**Metal 1**

Scale bar: 50 um.
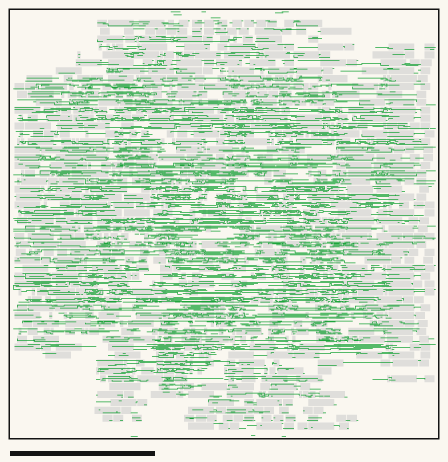
**Met2 routing**

Scale bar: 50 um.
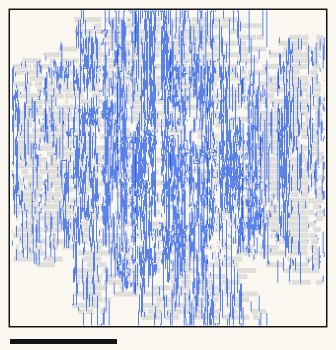
**Metal 3**

Scale bar: 50 um.
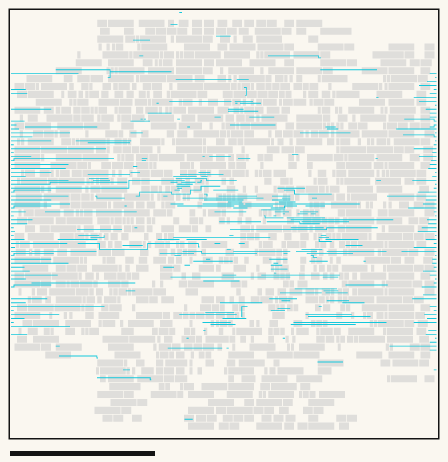
$ cat config.mk
export PLATFORM = sky130hd
export DESIGN_NAME = accum_table_wr_control
export DESIGN_NICKNAME = d
export VERILOG_FILES = /design/src/rtl/accum_table_wr_control.sv
export SDC_FILE = /design/constraint.sdc
export NUM_CORES = 1
export LEC_CHECK = 0
export CAP_MARGIN = 20
export CORE_UTILIZATION = 50
export DETAILED_ROUTE_END_ITERATION = 7
export PLACE_DENSITY = 0.83
export SKIP_LAST_GASP = 1
export SYNTH_ARGS = -nofsm -noshare
export SYNTH_HDL_FRONTEND = slang
export SYNTH_SLANG_ARGS = --single-unit
export TNS_END_PERCENT = 1
$ cat constraint.sdc
create_clock -name clk -period 14.15 [get_ports clk]
set_input_delay 2.83 -clock clk [delete_from_list [all_inputs] [get_ports clk]]
set_output_delay 2.83 -clock clk [all_outputs]
set_load 0.05 [all_outputs]
$ cat src/rtl/accum_table_wr_control.sv
// Write-side address/strobe generator for the accumulator table: replays the
// skewed drain wavefront of the systolic array, one bank per array column.
module accum_table_wr_control #(
   parameter  int MAX_OUT_ROWS   = 128,
   parameter  int MAX_OUT_COLS   = 128,
   parameter  int SYS_ARR_ROWS   = 16,
   parameter  int SYS_ARR_COLS   = 16,
   localparam int NUM_SUBMATS_M  = MAX_OUT_ROWS / SYS_ARR_ROWS,
   localparam int NUM_SUBMATS_N  = MAX_OUT_COLS / SYS_ARR_COLS,
   localparam int NUM_ACCUM_ROWS = MAX_OUT_ROWS * NUM_SUBMATS_N,
   localparam int ADDR_W         = $clog2(NUM_ACCUM_ROWS),
   localparam int M_W            = $clog2(NUM_SUBMATS_M),
   localparam int N_W            = $clog2(NUM_SUBMATS_N)
) (
   input  logic                           clk,
   input  logic                           reset,
   input  logic                           start,
   input  logic [M_W-1:0]                 submat_m,
   input  logic [N_W-1:0]                 submat_n,
   input  logic                           accum,
   output logic [SYS_ARR_COLS-1:0]        wr_en,
   output logic [ADDR_W*SYS_ARR_COLS-1:0] wr_addr,
   output logic [SYS_ARR_COLS-1:0]        accum_en,
   output logic                           busy,
   output logic                           done,
   output logic                           state_dbg
);

   localparam int T_W = $clog2(SYS_ARR_ROWS + SYS_ARR_COLS - 1);
   localparam logic [T_W-1:0] T_LAST = T_W'(SYS_ARR_ROWS + SYS_ARR_COLS - 2);

   typedef enum logic {IDLE, DRAIN} state_t;

   state_t                         state, state_nx;
   logic [T_W-1:0]                 t, t_nx;
   logic [M_W-1:0]                 m_q, m_nx;
   logic [N_W-1:0]                 n_q, n_nx;
   logic                           acc_q, acc_nx;
   logic                           active_nx;
   logic                           done_nx;
   logic                           in_range;
   logic [ADDR_W-1:0]              base_nx;
   logic [SYS_ARR_COLS-1:0]        wr_en_nx;
   logic [SYS_ARR_COLS-1:0]        accum_en_nx;
   logic [ADDR_W*SYS_ARR_COLS-1:0] wr_addr_nx;

   // Always true for power-of-two parameters; guards odd sizings.
   assign in_range  = (int'(submat_m) < NUM_SUBMATS_M) && (int'(submat_n) < NUM_SUBMATS_N);
   assign state_dbg = (state == DRAIN);

   always_comb begin
      state_nx  = state;
      t_nx      = t;
      m_nx      = m_q;
      n_nx      = n_q;
      acc_nx    = acc_q;
      active_nx = 1'b0;
      done_nx   = 1'b0;
      case (state)
         IDLE: begin
            if (start && in_range) begin
               state_nx  = DRAIN;
               t_nx      = '0;
               m_nx      = submat_m;
               n_nx      = submat_n;
               acc_nx    = accum;
               active_nx = 1'b1;
            end
         end
         DRAIN: begin
            if (t == T_LAST) begin
               state_nx = IDLE;
               t_nx     = '0;
               done_nx  = 1'b1;
            end else begin
               t_nx      = t + T_W'(1);
               active_nx = 1'b1;
            end
         end
         default: state_nx = IDLE;
      endcase
   end

   // Outputs are computed from next-state values so they register in step with t.
   always_comb begin
      wr_en_nx    = '0;
      accum_en_nx = '0;
      wr_addr_nx  = '0;
      base_nx     = ADDR_W'(n_nx) * ADDR_W'(MAX_OUT_ROWS) + ADDR_W'(m_nx) * ADDR_W'(SYS_ARR_ROWS);
      if (active_nx) begin
         for (int c = 0; c < SYS_ARR_COLS; c++) begin
            if (int'(t_nx) >= c && int'(t_nx) <= c + SYS_ARR_ROWS - 1) begin
               wr_en_nx[c]                    = 1'b1;
               accum_en_nx[c]                 = acc_nx;
               wr_addr_nx[c*ADDR_W +: ADDR_W] = base_nx + ADDR_W'(int'(t_nx) - c);
            end
         end
      end
   end

   always_ff @(posedge clk or posedge reset) begin
      if (reset) begin
         state    <= IDLE;
         t        <= '0;
         m_q      <= '0;
         n_q      <= '0;
         acc_q    <= 1'b0;
         wr_en    <= '0;
         wr_addr  <= '0;
         accum_en <= '0;
         busy     <= 1'b0;
         done     <= 1'b0;
      end else begin
         state    <= state_nx;
         t        <= t_nx;
         m_q      <= m_nx;
         n_q      <= n_nx;
         acc_q    <= acc_nx;
         wr_en    <= wr_en_nx;
         wr_addr  <= wr_addr_nx;
         accum_en <= accum_en_nx;
         busy     <= active_nx;
         done     <= done_nx;
      end
   end

endmodule
==> flow_summary.yaml <==
# implementation run metrics
floorplan:
  die_area_um2: 21700
  dieWidth_um: 147
  rows: 52
clocking:
  clockRootBuffer: "clkbuf_16"
  cts_sinks: 206
  cts_tree: "built"
  h-tree-depth: 1
worst_setup_path:
  cp_slowest_stage_delay_ns: 0.69
  crit_buf_inv: 3
  worstSetupStartpointType: "input pin"
  cp_max_fo: 18
  path_cells: "clkdlybuf4s50_1 -> or2_2 -> mux2i_4 -> nor2_1 -> buf_4 -> ha_1 -> inv_1 -> a31oi_1 -> ha_1 -> a21o_1 -> a21o_1 -> a2111o_1 -> o211ai_1 -> xor2_1 -> nor2_1"
synth:
  yosys-top-cells-count: "206 x dfrtp_1, 167 x nor2_1, 70 x inv_1"
  syn_inst: 1032
  yosys-stat-area_um2: 10600
  syn_nets: 1113
  synth_cell_types: 77
  seq_area_frac_synth_pct: 48.8
timing:
  min_period_ns: 7.01
  tightest_slew_ns: 1.26
  fmax_mhz: 143
layout:
  num-nets-final: 1293
  instances_no_fill: 1497
  drive_gt1_share_pct: 6.44
routing:
  dr.pass1.iters: 5
  via_per_inst: 5.70
  wire_per_inst_um: 20.3
run_status:
  status: "complete, no violations"
grt:
  grt_pass1_wl_mm: 47.3
  first_global_vias: 8429
flow_run:
  drv_cap: 0
-- 'metal 1' (at the start) --
The layer holds 41% of the routed length. The layer carries 12500 um of wire.
grt met1 use: 37.9%
via count: 8528
DRT Wirelength: 30.4 mm

-- 'met2 routing' (at the start) --
The layer holds 46% of the routed length. The longest straight run is 62.9 um. 1083 nets have wire on it. The wires run mostly vertical. The layer carries 14100 um of wire.
met2 GRT Util: 45.0%

-- 'metal 3' (at the start) --
The longest straight run is 40.9 um. 223 nets have wire on it. The layer holds 8.7% of the routed length. The layer carries 2650 um of wire.
grt met3 use: 5.74%

[final timing paths]
kind,endpoint,slack [ns],depth (start not counted)
hold / removal,accum_en[2]$_DFF_PP0_,0.72,2
hold reg to reg,accum_en[2]$_DFF_PP0_,0.72,2
max in group asynchronous,accum_en[6]$_DFF_PP0_,9.71,3
setup / recovery,wr_addr[59]$_DFF_PP0_,7.14,15
setup reg to reg,wr_addr[59]$_DFF_PP0_,9.01,16
min in group asynchronous,accum_en[0]$_DFF_PP0_,2.86,2
[stage by stage]
stage          setup WS (ns)  util (%)  instance area (um2)  hold WS, ns
5_1_grt                 6.86      65.9                13500        0.734
2_1_floorplan           5.70         -                10600        0.592
6_report                7.14      65.9                13500        0.716
3_3_place_gp            6.88      62.1                12700        0.699
4_1_cts                 7.16      65.9                13500        0.711
3_5_place_dp            6.66      62.1                12700        0.715
[worst register-to-register path, stage by stage (launching register included)]
cell      delay, ns
dfrtp_1        0.48
inv_1          0.10
ha_1           0.25
nand4_4        0.19
and4_1         0.29
nor2_1         0.11
buf_4          0.22
ha_1           0.70
inv_1          0.53
a31oi_1        0.64
ha_1           0.35
a21o_1         0.15
a21o_1         0.20
a2111o_1       0.41
o211ai_1       0.13
xor2_1         0.20
nor2_1         0.07
[logic make-up (layout without fill, tap and decap cells)]
kind of cell             count (synthesis)  count (layout)  share of synthesized area (%)
AND/OR/NAND/NOR                        337             337                           15.4
flip-flops                             206             206                           48.8
AND-OR/OR-AND                          174             174                           11.5
buffers and inverters                  136             331                           5.61
XOR/XNOR                                74              74                           6.13
adder cells (fa/ha/maj)                 71              71                           8.83
multiplexers                            34              34                           3.72
[cell type report]
| type | count | area (um2) |
|---|---|---|
| fill | 1575 | 6980 |
| sequential | 206 | 5150 |
| multi-input combinational | 690 | 4820 |
| timing repair buffer | 217 | 2140 |
| clock buffer | 32 | 649 |
| tap | 270 | 338 |
| inverter | 75 | 292 |
| clock inverter | 7 | 116 |
[sequential cells by signal, summed over array words and instances, names as in the netlist]
signal	flops
acc_q	1
accum_en	16
done	1
m_q	3
n_q	3
state_dbg	1
t	5
wr_addr	160
wr_en	16
[layer usage]
| layer | up-vias | share of wire [%] |
|---|---|---|
| li1 | 3867 | - |
| met3 | 80 | 8.7 |
| met5 | - | 0 |
| met2 | 451 | 46 |
| met4 | 0 | 4.1 |
| met1 | 4130 | 41 |
[placed cells by master (no fill, tap or decap), types with 24 or more instances in the layout]
master,n
nand2_1,44
ha_1,65
o21ai_0,27
or3_1,24
dfrtp_1,206
a21oi_1,59
clkdlybuf4s50_1,204
mux2i_1,27
nor2_1,167
inv_1,69
xnor2_1,63
